**Run 1: signal wires on met2**

Scale: 2 px per um. Cells faint in the background.
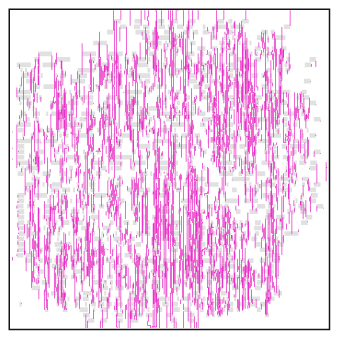
**Run 1: signal wires by layer**

Scale: 2 px per um. Two of the layers only.
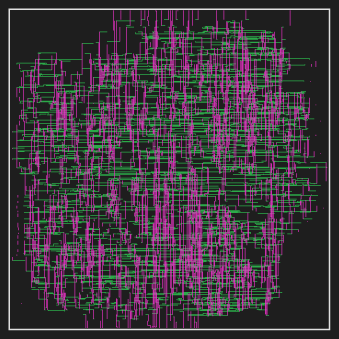
**Run 1: layout detail**

Window x 60 to 100, y 60 to 100 um. Cells in gray, sequential cells in the stronger gray; small squares are vias.
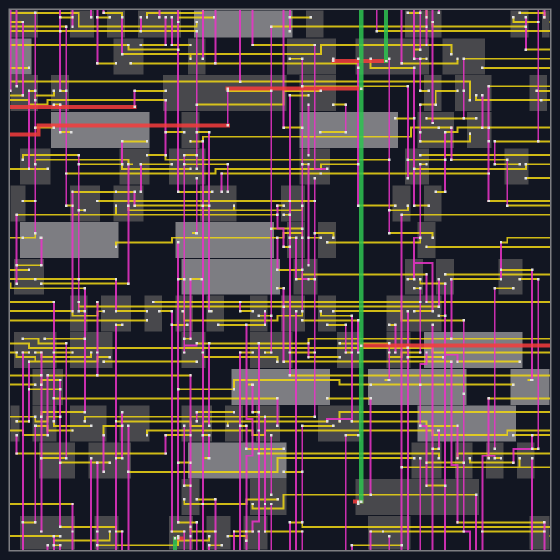
<file path="config.mk">
export PLATFORM = sky130hd
export DESIGN_NAME = ball_physics_engine
export DESIGN_NICKNAME = d
export VERILOG_FILES = /design/src/rtl/ball_physics_engine.sv
export SDC_FILE = /design/constraint.sdc
export NUM_CORES = 1
export LEC_CHECK = 0
export CELL_PAD_IN_SITES_DETAIL_PLACEMENT = 1
export CELL_PAD_IN_SITES_GLOBAL_PLACEMENT = 2
export CORE_MARGIN = 2
export CORE_UTILIZATION = 35
export CTS_CLUSTER_DIAMETER = 120
export DETAILED_ROUTE_END_ITERATION = 10
export PLACE_DENSITY = 0.84
export SYNTH_ARGS = -nofsm -noshare
export SYNTH_HDL_FRONTEND = slang
export SYNTH_SLANG_ARGS = --single-unit
</file>
<file path="constraint.sdc">
create_clock -name clk_in -period 8 [get_ports clk_in]
set_input_delay 2.4 -clock clk_in [delete_from_list [all_inputs] [get_ports clk_in]]
set_output_delay 2.4 -clock clk_in [all_outputs]
set_load 0.03 [all_outputs]
</file>
<file path="src/rtl/ball_physics_engine.sv">
// Single-ball physics and game-flow engine for the VGA ball game.
// Moves the ball once per frame tick, bounces it, and tracks score and lives.
module ball_physics_engine #(
    parameter int COORD_W   = 12,
    parameter int SPD_W     = 4,
    parameter int SCORE_W   = 8,
    parameter int TICK_DIV  = 416667,
    parameter int FIELD_L   = 100,
    parameter int FIELD_R   = 540,
    parameter int PADDLE_Y  = 470,
    parameter int BALL_SZ   = 10,
    parameter int LIVES     = 3,
    parameter int CEIL_STEP = 10,
    parameter int CEIL_MAX  = 400
) (
    input  logic               clk_in,
    input  logic               reset,
    input  logic               launch,
    input  logic [COORD_W-1:0] paddle_left,
    input  logic [COORD_W-1:0] paddle_half,
    input  logic [SPD_W-1:0]   dx_init,
    input  logic [SPD_W-1:0]   dy_init,
    output logic [COORD_W-1:0] ball_x,
    output logic [COORD_W-1:0] ball_y,
    output logic [COORD_W-1:0] ceiling,
    output logic [SCORE_W-1:0] score,
    output logic [2:0]         lives,
    output logic [1:0]         state,
    output logic               frame_tick,
    output logic               paddle_lock
);

    localparam int SW = COORD_W + 2;
    localparam int PW = COORD_W + 3;
    localparam int TW = (TICK_DIV > 1) ? $clog2(TICK_DIV) : 1;

    localparam logic signed [SW-1:0] L_FL = SW'(FIELD_L);
    localparam logic signed [SW-1:0] L_FR = SW'(FIELD_R);
    localparam logic signed [SW-1:0] L_PY = SW'(PADDLE_Y);
    localparam logic signed [SW-1:0] L_BS = SW'(BALL_SZ);

    localparam logic signed [PW-1:0] P_FL  = PW'(FIELD_L);
    localparam logic signed [PW-1:0] P_FRB = PW'(FIELD_R - BALL_SZ);
    localparam logic signed [PW-1:0] P_BS  = PW'(BALL_SZ);
    localparam logic signed [PW-1:0] P_HB  = PW'(BALL_SZ / 2);

    typedef enum logic [1:0] {
        S_WAIT = 2'b00,
        S_RUN  = 2'b01,
        S_OVER = 2'b10,
        S_BAD  = 2'b11
    } state_t;

    state_t             r_state, w_state_n;
    logic [TW-1:0]      r_tick_cnt;
    logic [COORD_W-1:0] r_ball_x, w_ball_x_n;
    logic [COORD_W-1:0] r_ball_y, w_ball_y_n;
    logic [COORD_W-1:0] r_ceiling, w_ceiling_n;
    logic [SCORE_W-1:0] r_score, w_score_n;
    logic [2:0]         r_lives, w_lives_n;
    logic               r_dir_x, w_dir_x_n;
    logic               r_dir_y, w_dir_y_n;
    logic [SPD_W-1:0]   r_dx, w_dx_n;
    logic [SPD_W-1:0]   r_dy, w_dy_n;
    logic               r_pend, w_pend_n;

    logic                w_tick;
    logic signed [SW-1:0] w_x, w_y, w_dx, w_dy, w_ceil;
    logic signed [SW-1:0] w_nx, w_ny;
    logic                w_nx_dir, w_ny_dir;
    logic                w_at_pad, w_catch;
    logic signed [PW-1:0] w_nxp, w_pl, w_pr;
    logic signed [PW-1:0] w_wx, w_wxc;
    logic [COORD_W:0]    w_ceil_inc;

    assign w_tick = (r_tick_cnt == TW'(TICK_DIV - 1));

    always_ff @(posedge clk_in) begin
        if (reset) begin
            r_tick_cnt <= '0;
        end else if (w_tick) begin
            r_tick_cnt <= '0;
        end else begin
            r_tick_cnt <= r_tick_cnt + TW'(1);
        end
    end

    // Candidate move for this tick; dir 1 = right / up (y shrinks going up).
    always_comb begin
        w_x      = $signed({2'b00, r_ball_x});
        w_y      = $signed({2'b00, r_ball_y});
        w_ceil   = $signed({2'b00, r_ceiling});
        w_dx     = $signed({{(SW - SPD_W){1'b0}}, r_dx});
        w_dy     = $signed({{(SW - SPD_W){1'b0}}, r_dy});
        w_nx_dir = r_dir_x;
        w_ny_dir = r_dir_y;
        w_at_pad = 1'b0;

        if (r_dir_x) begin
            w_nx = w_x + w_dx;
            if (w_nx + L_BS >= L_FR) begin
                w_nx     = L_FR - L_BS;
                w_nx_dir = 1'b0;
            end
        end else begin
            w_nx = w_x - w_dx;
            if (w_nx <= L_FL) begin
                w_nx     = L_FL;
                w_nx_dir = 1'b1;
            end
        end

        if (r_dir_y) begin
            w_ny = w_y - w_dy;
            if (w_ny - L_BS <= w_ceil) begin
                w_ny     = w_ceil + L_BS;
                w_ny_dir = 1'b0;
            end
        end else begin
            w_ny = w_y + w_dy;
            if (w_ny >= L_PY) begin
                w_ny     = L_PY;
                w_at_pad = 1'b1;
            end
        end
    end

    // Paddle span needs one more bit: left + 2*half can exceed 2^(COORD_W+1).
    always_comb begin
        w_nxp   = {w_nx[SW-1], w_nx};
        w_pl    = $signed({3'b000, paddle_left});
        w_pr    = w_pl + $signed({2'b00, paddle_half, 1'b0});
        w_catch = w_at_pad && (w_nxp >= w_pl) && (w_nxp + P_BS <= w_pr);
    end

    always_comb begin
        w_wx = $signed({3'b000, paddle_left})
             + $signed({3'b000, paddle_half}) - P_HB;
        if (w_wx < P_FL) begin
            w_wxc = P_FL;
        end else if (w_wx > P_FRB) begin
            w_wxc = P_FRB;
        end else begin
            w_wxc = w_wx;
        end
    end

    assign w_ceil_inc = {1'b0, r_ceiling} + (COORD_W + 1)'(CEIL_STEP);

    always_comb begin
        w_state_n   = r_state;
        w_ball_x_n  = r_ball_x;
        w_ball_y_n  = r_ball_y;
        w_ceiling_n = r_ceiling;
        w_score_n   = r_score;
        w_lives_n   = r_lives;
        w_dir_x_n   = r_dir_x;
        w_dir_y_n   = r_dir_y;
        w_dx_n      = r_dx;
        w_dy_n      = r_dy;
        w_pend_n    = r_pend;

        if (w_tick || r_state != S_WAIT) begin
            w_pend_n = 1'b0;
        end else if (launch) begin
            w_pend_n = 1'b1;
        end

        if (r_state == S_BAD) begin
            w_state_n = S_WAIT;
        end else if (w_tick) begin
            unique case (r_state)
                S_WAIT: begin
                    w_ball_x_n = COORD_W'(w_wxc);
                    w_ball_y_n = COORD_W'(PADDLE_Y);
                    if (r_pend || launch) begin
                        w_dx_n    = (dx_init == '0) ? SPD_W'(1) : dx_init;
                        w_dy_n    = (dy_init == '0) ? SPD_W'(1) : dy_init;
                        w_dir_x_n = 1'b1;
                        w_dir_y_n = 1'b1;
                        w_state_n = S_RUN;
                    end
                end
                S_RUN: begin
                    w_ball_x_n = COORD_W'(w_nx);
                    w_ball_y_n = COORD_W'(w_ny);
                    w_dir_x_n  = w_nx_dir;
                    w_dir_y_n  = w_ny_dir;
                    if (w_catch) begin
                        w_dir_y_n = 1'b1;
                        if (!(&r_score)) begin
                            w_score_n = r_score + SCORE_W'(1);
                        end
                        if (w_ceil_inc > (COORD_W + 1)'(CEIL_MAX)) begin
                            w_ceiling_n = COORD_W'(CEIL_MAX);
                        end else begin
                            w_ceiling_n = w_ceil_inc[COORD_W-1:0];
                        end
                    end else if (w_at_pad) begin
                        w_lives_n = r_lives - 3'd1;
                        w_state_n = (r_lives == 3'd1) ? S_OVER : S_WAIT;
                    end
                end
                default: begin
                end
            endcase
        end
    end

    always_ff @(posedge clk_in) begin
        if (reset) begin
            r_state   <= S_WAIT;
            r_ball_x  <= COORD_W'(FIELD_L);
            r_ball_y  <= COORD_W'(PADDLE_Y);
            r_ceiling <= '0;
            r_score   <= '0;
            r_lives   <= 3'(LIVES);
            r_dir_x   <= 1'b1;
            r_dir_y   <= 1'b1;
            r_dx      <= SPD_W'(1);
            r_dy      <= SPD_W'(1);
            r_pend    <= 1'b0;
        end else begin
            r_state   <= w_state_n;
            r_ball_x  <= w_ball_x_n;
            r_ball_y  <= w_ball_y_n;
            r_ceiling <= w_ceiling_n;
            r_score   <= w_score_n;
            r_lives   <= w_lives_n;
            r_dir_x   <= w_dir_x_n;
            r_dir_y   <= w_dir_y_n;
            r_dx      <= w_dx_n;
            r_dy      <= w_dy_n;
            r_pend    <= w_pend_n;
        end
    end

    assign ball_x      = r_ball_x;
    assign ball_y      = r_ball_y;
    assign ceiling     = r_ceiling;
    assign score       = r_score;
    assign lives       = r_lives;
    assign state       = r_state;
    assign frame_tick  = w_tick;
    assign paddle_lock = (r_state == S_OVER);

endmodule

</file>
==> run summary, run 1 <==
Quick summary of the implementation run below.

For reference, the most critical setup path is categorized as in2reg. The number of nets in the final layout came out at 1301. The number of clock buffers in the layout is 10. Setup slack on the worst path after placement came out at 474.9 ps.

The run finished with clean final reports. For this run, the detailed router reports a per-instance via density of 5.507. The yosys synthesis warning count is 0.

Buffers inserted to repair hold after CTS numbered 0. The number of setup buffers added after CTS is 0. The share of cells above drive strength 1 came out at just under 6%.

The class of the worst hold path is reg2reg. The fraction of area in registers is 15.85%. The highest achievable clock rate came out at ~140 MHz.

The main area contributors are sky130_fd_sc_hd__dfxtp_1 (18%), sky130_fd_sc_hd__ha_1 (14%), sky130_fd_sc_hd__xnor2_1 (5.7%). Once layout is complete, the utilization of the core stands at 41.72%. Per the synth stats, the proportion of register bits with asynchronous set or reset is 0%. The non-clock buffer count in the final layout came out at 89.

For this run, the chip area from Yosys synthesis comes to around 8400 um2. The number of placed instances with taps included is 1473. The worst setup path is launched from a primary input. The tree is rooted in a sky130_fd_sc_hd__clkbuf_16. Grouping non-sequential cells by family puts the most area in simple AND/OR/NAND/NOR gates.
Back to the opening pictures, 'signal wires on met2':
share of all routed wire	46%
longest straight run	59.8 um
main direction	vertical

Back to the opening pictures, 'signal wires by layer':
color	layer	wire length
magenta	met2	12300 um
green	met1	13300 um

Back to the opening pictures, 'layout detail':
color	layer
magenta	met2
yellow	met1
green	met4
red	met3
netlist names of flops here include	ball_x (5), state (2)
cells with their middle in the window	91
most frequent	dfxtp_1 (11), nor2_1 (10), nand2_1 (10)
sequential cells in the window	11

==> run 1: Yosys cell counts (4+ instances only) <==
cell type                  number
sky130_fd_sc_hd__clkbuf_1      24
sky130_fd_sc_hd__nand4b_1       4
sky130_fd_sc_hd__nor2_1        89
sky130_fd_sc_hd__nor4_1         8
sky130_fd_sc_hd__o21ai_0       38
sky130_fd_sc_hd__a21o_1        15
sky130_fd_sc_hd__or3_1         11
sky130_fd_sc_hd__a22oi_1        6
sky130_fd_sc_hd__o31ai_1        8
sky130_fd_sc_hd__inv_1        106
sky130_fd_sc_hd__nand2_1       81
sky130_fd_sc_hd__ha_1          95
sky130_fd_sc_hd__dfxtp_1       78
sky130_fd_sc_hd__xor2_1        39
sky130_fd_sc_hd__and3_1        21
sky130_fd_sc_hd__o21bai_1      11
sky130_fd_sc_hd__mux2i_1       11
sky130_fd_sc_hd__a211oi_1       9
sky130_fd_sc_hd__buf_2          5
sky130_fd_sc_hd__buf_4          5
sky130_fd_sc_hd__fa_1           6
sky130_fd_sc_hd__o21ai_1        8
sky130_fd_sc_hd__nand2b_1      17
sky130_fd_sc_hd__nor4b_1        6
sky130_fd_sc_hd__xnor2_1       55
sky130_fd_sc_hd__o21a_1        12
sky130_fd_sc_hd__nand3_1       31
sky130_fd_sc_hd__o22ai_1        9
sky130_fd_sc_hd__a21oi_1       74
sky130_fd_sc_hd__and4_1         6
sky130_fd_sc_hd__a211o_1        4
sky130_fd_sc_hd__nand4_1       29
sky130_fd_sc_hd__a31oi_1       14
sky130_fd_sc_hd__or2_2          8
sky130_fd_sc_hd__nor3_1        31
sky130_fd_sc_hd__o211ai_1       8
sky130_fd_sc_hd__and2_1        10
sky130_fd_sc_hd__nor2b_1       14
sky130_fd_sc_hd__or4_1          9
## Run 2: what changed since run 1
--- a/config.mk
+++ b/config.mk
@@ -11,6 +11,7 @@
 export CORE_UTILIZATION = 35
 export CTS_CLUSTER_DIAMETER = 120
 export DETAILED_ROUTE_END_ITERATION = 10
+export HOLD_SLACK_MARGIN = 0.03
 export PLACE_DENSITY = 0.84
 export SYNTH_ARGS = -nofsm -noshare
 export SYNTH_HDL_FRONTEND = slang
**Run 2: signal wires by layer**

Scale: 2 px per um. Two of the layers only.
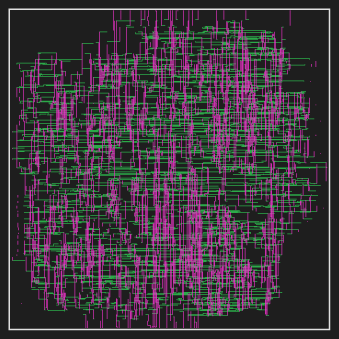
color	layer	wire length
magenta	met2	12300 um
green	met1	13300 um

**Run 2: layout detail**

Window x 60 to 100, y 60 to 100 um. Cells in gray, sequential cells in the stronger gray; small squares are vias.
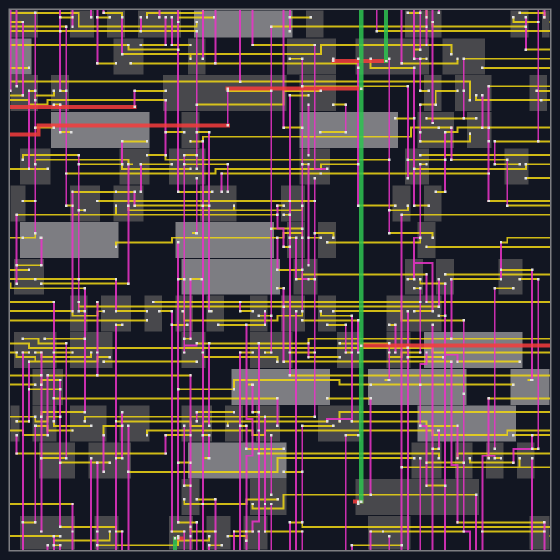
color	layer
yellow	met1
green	met4
red	met3
magenta	met2
netlist names of flops here include	ball_x (5), state (2)
cells with their middle in the window	91
most frequent	dfxtp_1 (11), nor2_1 (10), nand2_1 (10)
sequential cells in the window	11

==> run summary, run 2 <==
Quick summary of the implementation run below.

Post-synthesis, Yosys gives the total cell area as 8444 um2. The source-to-sink clock delay at the later pin of the worst-skew pair came out at 350 ps. The share of the yosys chip area belonging to registers came out at between 10% and 20%. The CTS tree is done. The register bit count reported by yosys came out at between 70 and 80.

According to the floorplan report, the die width is between 150 and 200 um. Looking at the clock tree report, the root buffer type is sky130_fd_sc_hd__clkbuf_16. Timing analysis after detailed placement gives a worst setup slack of around 470 ps. The setup path with the least slack is of type in2reg. Pin placement for this block handled about 86 I/O pins.

In the layout the commonest cells are sky130_fd_sc_hd__inv_1 (106), sky130_fd_sc_hd__ha_1 (95), sky130_fd_sc_hd__nor2_1 (89). The tightest min-delay check is of the reg2reg type. The most prevalent standard cell on the critical path is sky130_fd_sc_hd__a21oi_1. The final tally of hold violations is 0. The slack of the worst reg-to-reg path is 1030 ps.

The first detailed-routing pass ran for 5 iterations. The most frequent logic cell in the layout is sky130_fd_sc_hd__inv_1. The reg-to-reg critical path startpoint is ball_x[3]$_SDFFE_PP0P_.

After clock tree synthesis, the flow added hold-fix buffers numbering 0. The share of cells above drive strength 1 is 5.902%. The count of filler cells inserted in the layout is around 2900. The run finished with clean final reports. The yosys synthesis warning count is 0.

Among all cell types in the netlist, the one instantiated most often is sky130_fd_sc_hd__inv_1. The number of remaining DRC errors is 0. According to the finish report, the design has a final net count of 1301.

The share of flip-flops with an asynchronous set or reset after synthesis came out at 0%. The worst setup path is launched from a primary input. The area share of the largest cell type after synthesis is between 10% and 20%. Cells fill 41.72% of the core in the end. The HPWL after detailed placement came out at 21.53 mm. Yosys attributes the largest share of cell area to sky130_fd_sc_hd__dfxtp_1 (18%), sky130_fd_sc_hd__ha_1 (14%), sky130_fd_sc_hd__xnor2_1 (5.7%). The average instance area after synthesis came out at 7.677 um2. The final clock skew came out at a little under 7 ps. Once the clock tree was built, the setup fixing pass inserted 0 buffers. The count of inserted antenna diode cells came out at 0.

The initial antenna violation count is 1. Yosys reports that the most numerous cell types are sky130_fd_sc_hd__inv_1 (106), sky130_fd_sc_hd__ha_1 (95), sky130_fd_sc_hd__nor2_1 (89). In this run the tools logged warnings totalling 36. Before placement the cells fill roughly 36% of the core. The via density per instance came out at roughly 5.5. The number of placed instances with taps included came out at 1473. Recorded from the global router log, the overflow total was 0. The post-layout instance area is between 9000 and 10000 um2. The highest achievable clock rate is approximately 140 MHz. The largest fanout of any net on the critical path came out at 18. The synthesized cell area came out at 8444 um2. The length in cells of the worst reg-to-reg path is 21.
**Run 2: signal wires on met2**

Scale: 2 px per um. Cells faint in the background.
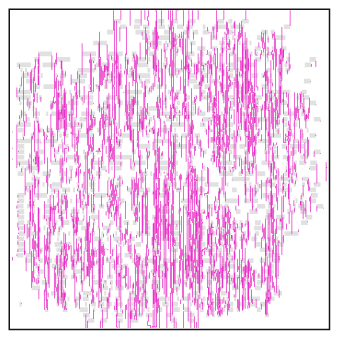
met2 Usage GRT: 35.55%
wire length reported by the detailed router: 26.92 mm
vias after detailed routing: 8195

-- run 2: cell counts after synthesis --
Identical to the previous run, type by type.
-- run 2: final cells by class --
type                            instances  share of cell area (%)
Clock inverter                          5                  0.5970
Tap cell                              319                   4.052
Inverter                              107                   4.077
Clock buffer                           10                   2.426
Timing Repair Buffer                   89                   8.866
Multi-Input combinational cell        880                   64.13
Sequential cell                        78                   15.85
-- run 2: power by group --
group | internal, mW | total, mW | switching [mW]
logic | 0.0889 | 0.199 | 0.110
clock network | 0.249 | 0.425 | 0.176
registers | 0.390 | 0.392 | 0.00179
-- run 2: worst max path at each step --
| stage | start | end | slack, ps | cells after the start |
|---|---|---|---|---|
| finish | paddle_left[2] | score[0]$_SDFFE_PP0P_ | 810 | 21 |
| global route | paddle_left[2] | score[7]$_SDFFE_PP0P_ | 400 | 21 |
| CTS | paddle_left[2] | score[3]$_SDFFE_PP0P_ | 840 | 21 |
| detailed placement | paddle_left[2] | score[7]$_SDFFE_PP0P_ | 470 | 21 |
| global placement | paddle_left[2] | score[7]$_SDFFE_PP0P_ | 580 | 21 |
| floorplan | paddle_left[1] | score[4]$_SDFFE_PP0P_ | 1630 | 21 |
-- run 2: metal layers --
layer	GRT usage (%)	share of wire (%)
met5	0	0.048
met4	4.132	1.3
met3	3.621	3.3
met2	35.55	46
met1	28.91	49
-- run 2: logic make-up after synthesis --
kind of cell / synth area share [%]
muxes: 1.571
xor gates and xnor gates: 9.942
DFF: 18.49
buffers and inverters: 6.742
adders and majority gates: 15.50
AOI/OAI and AO/OA: 22.97
and+or+nand+nor: 24.74
other: 0.04441
**Run 2: I/O pins on the die edge**

Scale: 3 px per um. Pins as bars across the die edge, other pins in gray.
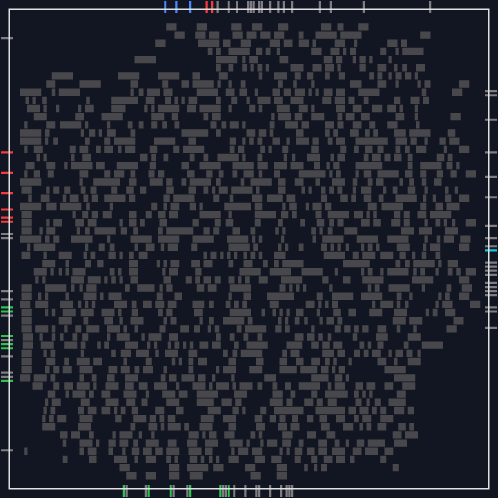

## Run 3: what changed since run 2
--- a/config.mk
+++ b/config.mk
@@ -5,6 +5,7 @@
 export SDC_FILE = /design/constraint.sdc
 export NUM_CORES = 1
 export LEC_CHECK = 0
+export CAP_MARGIN = 15
 export CELL_PAD_IN_SITES_DETAIL_PLACEMENT = 1
 export CELL_PAD_IN_SITES_GLOBAL_PLACEMENT = 2
 export CORE_MARGIN = 2
**Run 3: I/O pins on the die edge**

Scale: 3 px per um. Pins as bars across the die edge, other pins in gray.
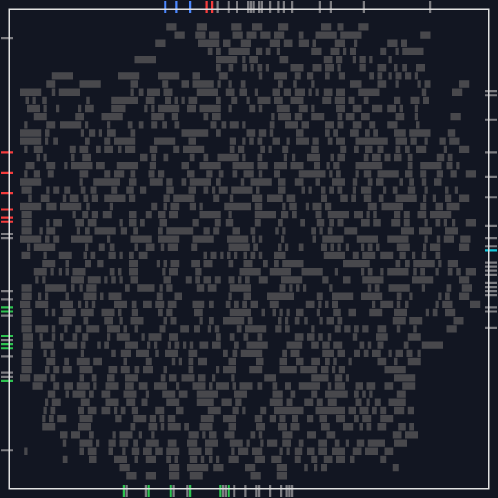
color	port	pins	direction	edge
blue	lives	3	output	north
green	paddle_left	12	input	6 south, 6 west
red	score	8	output	6 west, 2 north
cyan	launch	1	input	east
die width: 159.3 um
Chip Height: 159.3 um
I/O Buffers: 84

**Run 3: layout detail**

Window x 60 to 100, y 60 to 100 um. Cells in gray, sequential cells in the stronger gray; small squares are vias.
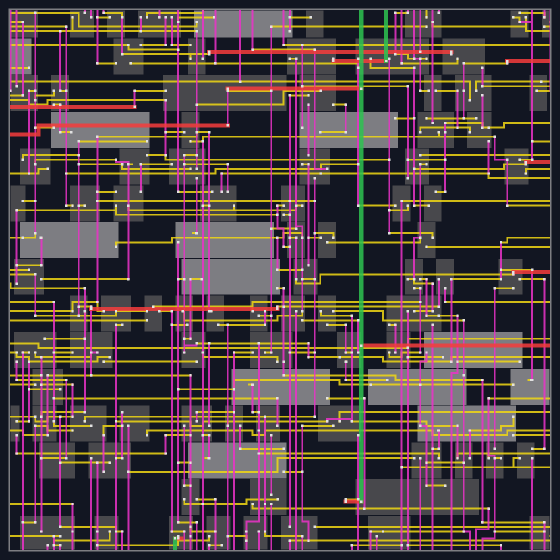
color	layer
yellow	met1
red	met3
green	met4
magenta	met2
cells with their middle in the window	92
sequential cells in the window	11
netlist names of flops here include	ball_x (5), state (2)
most frequent	dfxtp_1 (11), nor2_1 (10), nand2_1 (10)

**Run 3: placed standard cells**

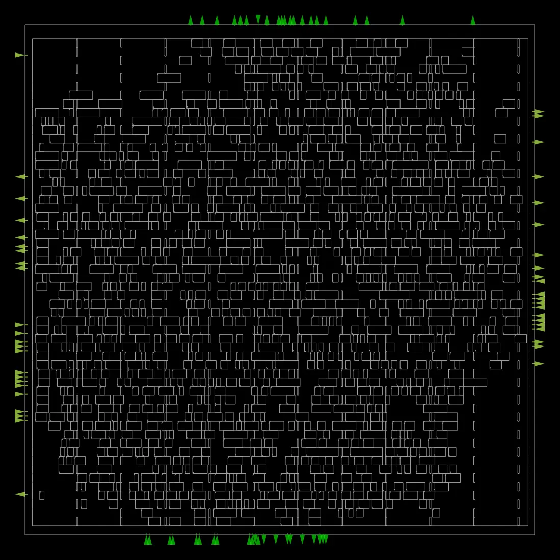
flip-flop and latch share of the layout cell area: 15.84%
number of fillers in the final layout: 2941

==> run summary, run 3 <==
Quick summary of the implementation run below.

The flow ran to the end, and the final reports show no timing, DRC or antenna violations. The highest achievable clock rate is around 140 MHz. The count of inserted antenna diode cells came out at 0. The kind of launch point of the worst setup path is a primary input. The most frequent logic cell in the layout is sky130_fd_sc_hd__inv_1. The OpenROAD warning count is 36. The length in cells of the worst reg-to-reg path is 21.

For this run, the detailed router reports a per-instance via density of between 5 and 6. The yosys synthesis warning count came out at 0. The synthesized cell area is approximately 8400 um2. The depth of the critical timing path with buffers and inverters included is 21. The critical path starts at paddle_left[2]. By instance count after routing, the leading logic cell types are sky130_fd_sc_hd__inv_1 (106), sky130_fd_sc_hd__ha_1 (95), sky130_fd_sc_hd__nor2_1 (89). The initial core utilization is 35.76%. Per STA, the endpoint of the critical path is score[0]$_SDFFE_PP0P_. The most prevalent standard cell on the critical path is sky130_fd_sc_hd__a21oi_1. After synthesis, the cell types taking the most area are sky130_fd_sc_hd__dfxtp_1 (18%), sky130_fd_sc_hd__ha_1 (14%), sky130_fd_sc_hd__xnor2_1 (5.7%).

The iteration count recorded for the first detailed-route pass is 5. The initial antenna violation count was 1. The final tally of hold violations came out at 0. The area share of the largest cell type after synthesis is 18.49%. The share of flip-flops with an asynchronous set or reset after synthesis came out at 0%. The worst-case reg-to-reg setup slack stands at approximately 1000 ps. The share of cells above drive strength 1 is under 10%. A synthesized cell averages 7.677 um2.

The commonest cells after synthesis are sky130_fd_sc_hd__inv_1 (106), sky130_fd_sc_hd__ha_1 (95), sky130_fd_sc_hd__nor2_1 (89). The largest fanout of any net on the critical path is 18. Pin placement for this block handled ~86 I/O pins. After synthesis, flip-flops and latches occupy 18.49% of the total area. The HPWL after detailed placement came out at between 20 and 25 mm. Yosys reported a register bit count of 78. The buffers inserted during post-CTS setup optimization is 0. In the setup report, the worst path falls into the class in2reg.

The routed wire length is 26.94 mm. The final clock skew is 6.548 ps. The area figure in the yosys stat output came out at 8444 um2.
run 3: cell counts after synthesis:
No cell type changed its count.
run 3: layer usage:
metal	part of all wire [%]	GRT usage [%]	routed length [um]	vias up
met5	0.048	0	13	-
met4	1.3	4.132	348	2
met3	3.6	3.621	981	27
met2	46	35.55	12370	125
met1	49	28.91	13220	3981
li1	-	-	-	4068
run 3: layout make-up:
type	instances	area share [%]
Clock buffer	10	2.424
Clock inverter	5	0.5965
Inverter	107	4.074
Multi-Input combinational cell	880	64.08
Sequential cell	78	15.84
Tap cell	319	4.049
Timing Repair Buffer	90	8.935
run 3: kinds of logic (layout without fill, tap and decap cells):
kind of cell | Yosys count | after routing | synth area share, %
and+or+nand+nor | 396 | 396 | 24.74
AOI/OAI and AO/OA | 273 | 273 | 22.97
buffers and inverters | 143 | 212 | 6.742
adders and majority gates | 101 | 101 | 15.50
xor gates and xnor gates | 95 | 95 | 9.942
DFF | 78 | 78 | 18.49
muxes | 13 | 13 | 1.571
other | 1 | 2 | 0.04441
run 3: stage by stage:
stage          util [%]  std cells  hold slack (ps)
2_1_floorplan         -       1101            441.1
3_3_place_gp      40.46       1473            461.0
3_5_place_dp      40.46       1473            463.3
4_1_cts           41.72       1488            477.3
5_1_grt           41.75       1489            512.3
6_report          41.75       1489            472.2
run 3: where the power goes:
| group | internal, mW | switching (mW) |
|---|---|---|
| registers | 0.390 | 0.00179 |
| clock network | 0.249 | 0.176 |
| logic | 0.0889 | 0.110 |
| total | 0.728 | 0.288 |
No activity file was given, so power comes from the tool's default toggle rates.
